Figure 1. M2 wires.
Scale: 4 px per um.
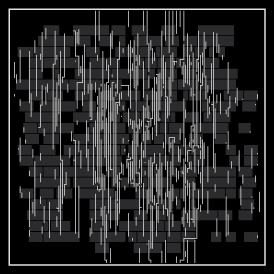
Figure 2. M3 wires.
Scale: 4 px per um.
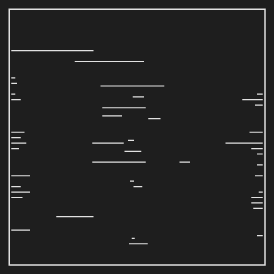
Figure 3. Routing congestion map.
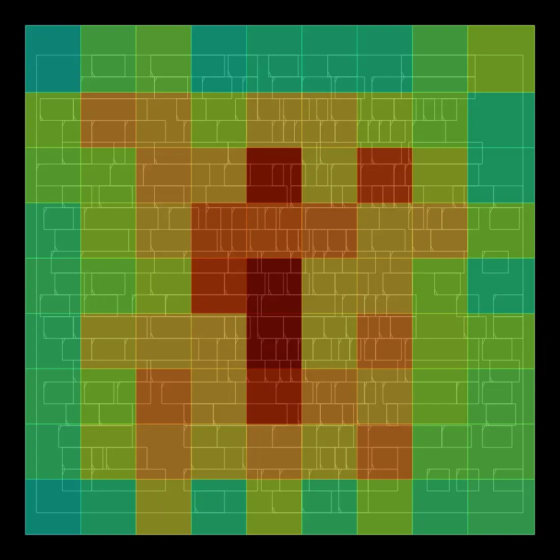
Design l2_flush_sequencer, sky130hd; sources not shown.
==> reports/qor.yml <==
status:
  run_status: "completed"
logic_synthesis:
  ys.flop_type: "dfrtp_1"
  edf_count: 0
  synthTopCellsByCount: "dfrtp_1, mux2_2, nand2_1"
  synth_top_cell_by_count: "dfrtp_1"
  ys_top_logic_family: "multiplexers"
  ys_seq_share_pct: 42.7
  synth_cell_types: 44
  postSynthNetCount: 198
  yosys_area_um2: 1820
  ys_seq_elements: 31
setup_path:
  critical_path.top_delay_family: "multiplexers"
  max_stage_delay_ps: 530
  worst_path_max_delay_cell: "mux4_2"
  end_kind: "output pin"
  arrival_ps: 2140
  rrSetupSlack_ps: 250
  worst-path-buf-inv: 2
  worstPathCellList: "buf_6 -> mux4_2 -> mux2i_1 -> nor2_1 -> dlygate4sd2_1"
  cp-start-kind: "flop"
  required_ps: 2380
detailed_routing:
  wl_met1_um: 1720
  antenna_left: 0
  route.met3.wl_um: 184
  viasPerCell: 5.57
final_timing:
  max_freq_mhz: 416
  finalSetupViolCount: 0
  rsz0062_at_grt: "no"
  min_period_ps: 2400
  maxSlewViolCount: 0
  holdWs_ps: 240
  relSlewSlack_pct: 63.5
  timing.final.crit_share_pct: 90.6
  setup_tns_ps: 0
finish:
  comb_cells: 115
  area_delta_synth_final_pct: 36.3
  inv_count: 9
  lay_top_count: "clkdlybuf4s50_1"
  mi_logic_area_um2: 891
  drive_gt1_share_pct: 18.9
  fill_cells: 267
  top_area_cell_class: "logic gates"
  clock_buffers: 8
  clk_share_pct: 4.04
  fin_cells: 274
global_route:
  grt_pass1_vias: 1510
  antenna_found_initial: 0
  grt_first_pass_wirelength_um: 6800
power_and_ir_drop:
  worst_ir_drop_vdd_mv: 0.494
  p_seq_w: 0.000766
  swShare_pct: 40.8
placed_design:
  port_buffers: 48
  pre_cts_slack_ps: 221
  postPlaceCellArea_um2: 2360
  placed_cells: 266
  hpwl_um: 3020
clock_network:
  cts_root_buf: "clkbuf_8"
  htree_levels: 2
  clk_latency_ps: 280
  cts_buffers: 5
  path_clk_slew_ps: 60
  postCtsSetupBuffers: 0
floorplanning:
  chipHeight_um: 63.5
  placementRows: 21
  chipArea_um2: 4040
Notes on Figure 1 above:
The layer holds 51% of the routed length. The wires run mostly vertical. 223 nets have wire on it.
routed vias: 1525
routed wire length: 4030 um
met2 Use GR: 38.2%

Notes on Figure 2 above:
37 nets have wire on it. The wires run mostly horizontal. The layer holds 4.6% of the routed length. The longest straight run is 20.2 um. The layer carries 185 um of wire.
GRT met3 Usage: 5.43%

Notes on Figure 3 above:
Most Crowded Layer GR: met2
met1 Resource Use GR: 25.7%
Global Route Usage Sum: 22.2%
Avg WL per Cell: 14.7 um

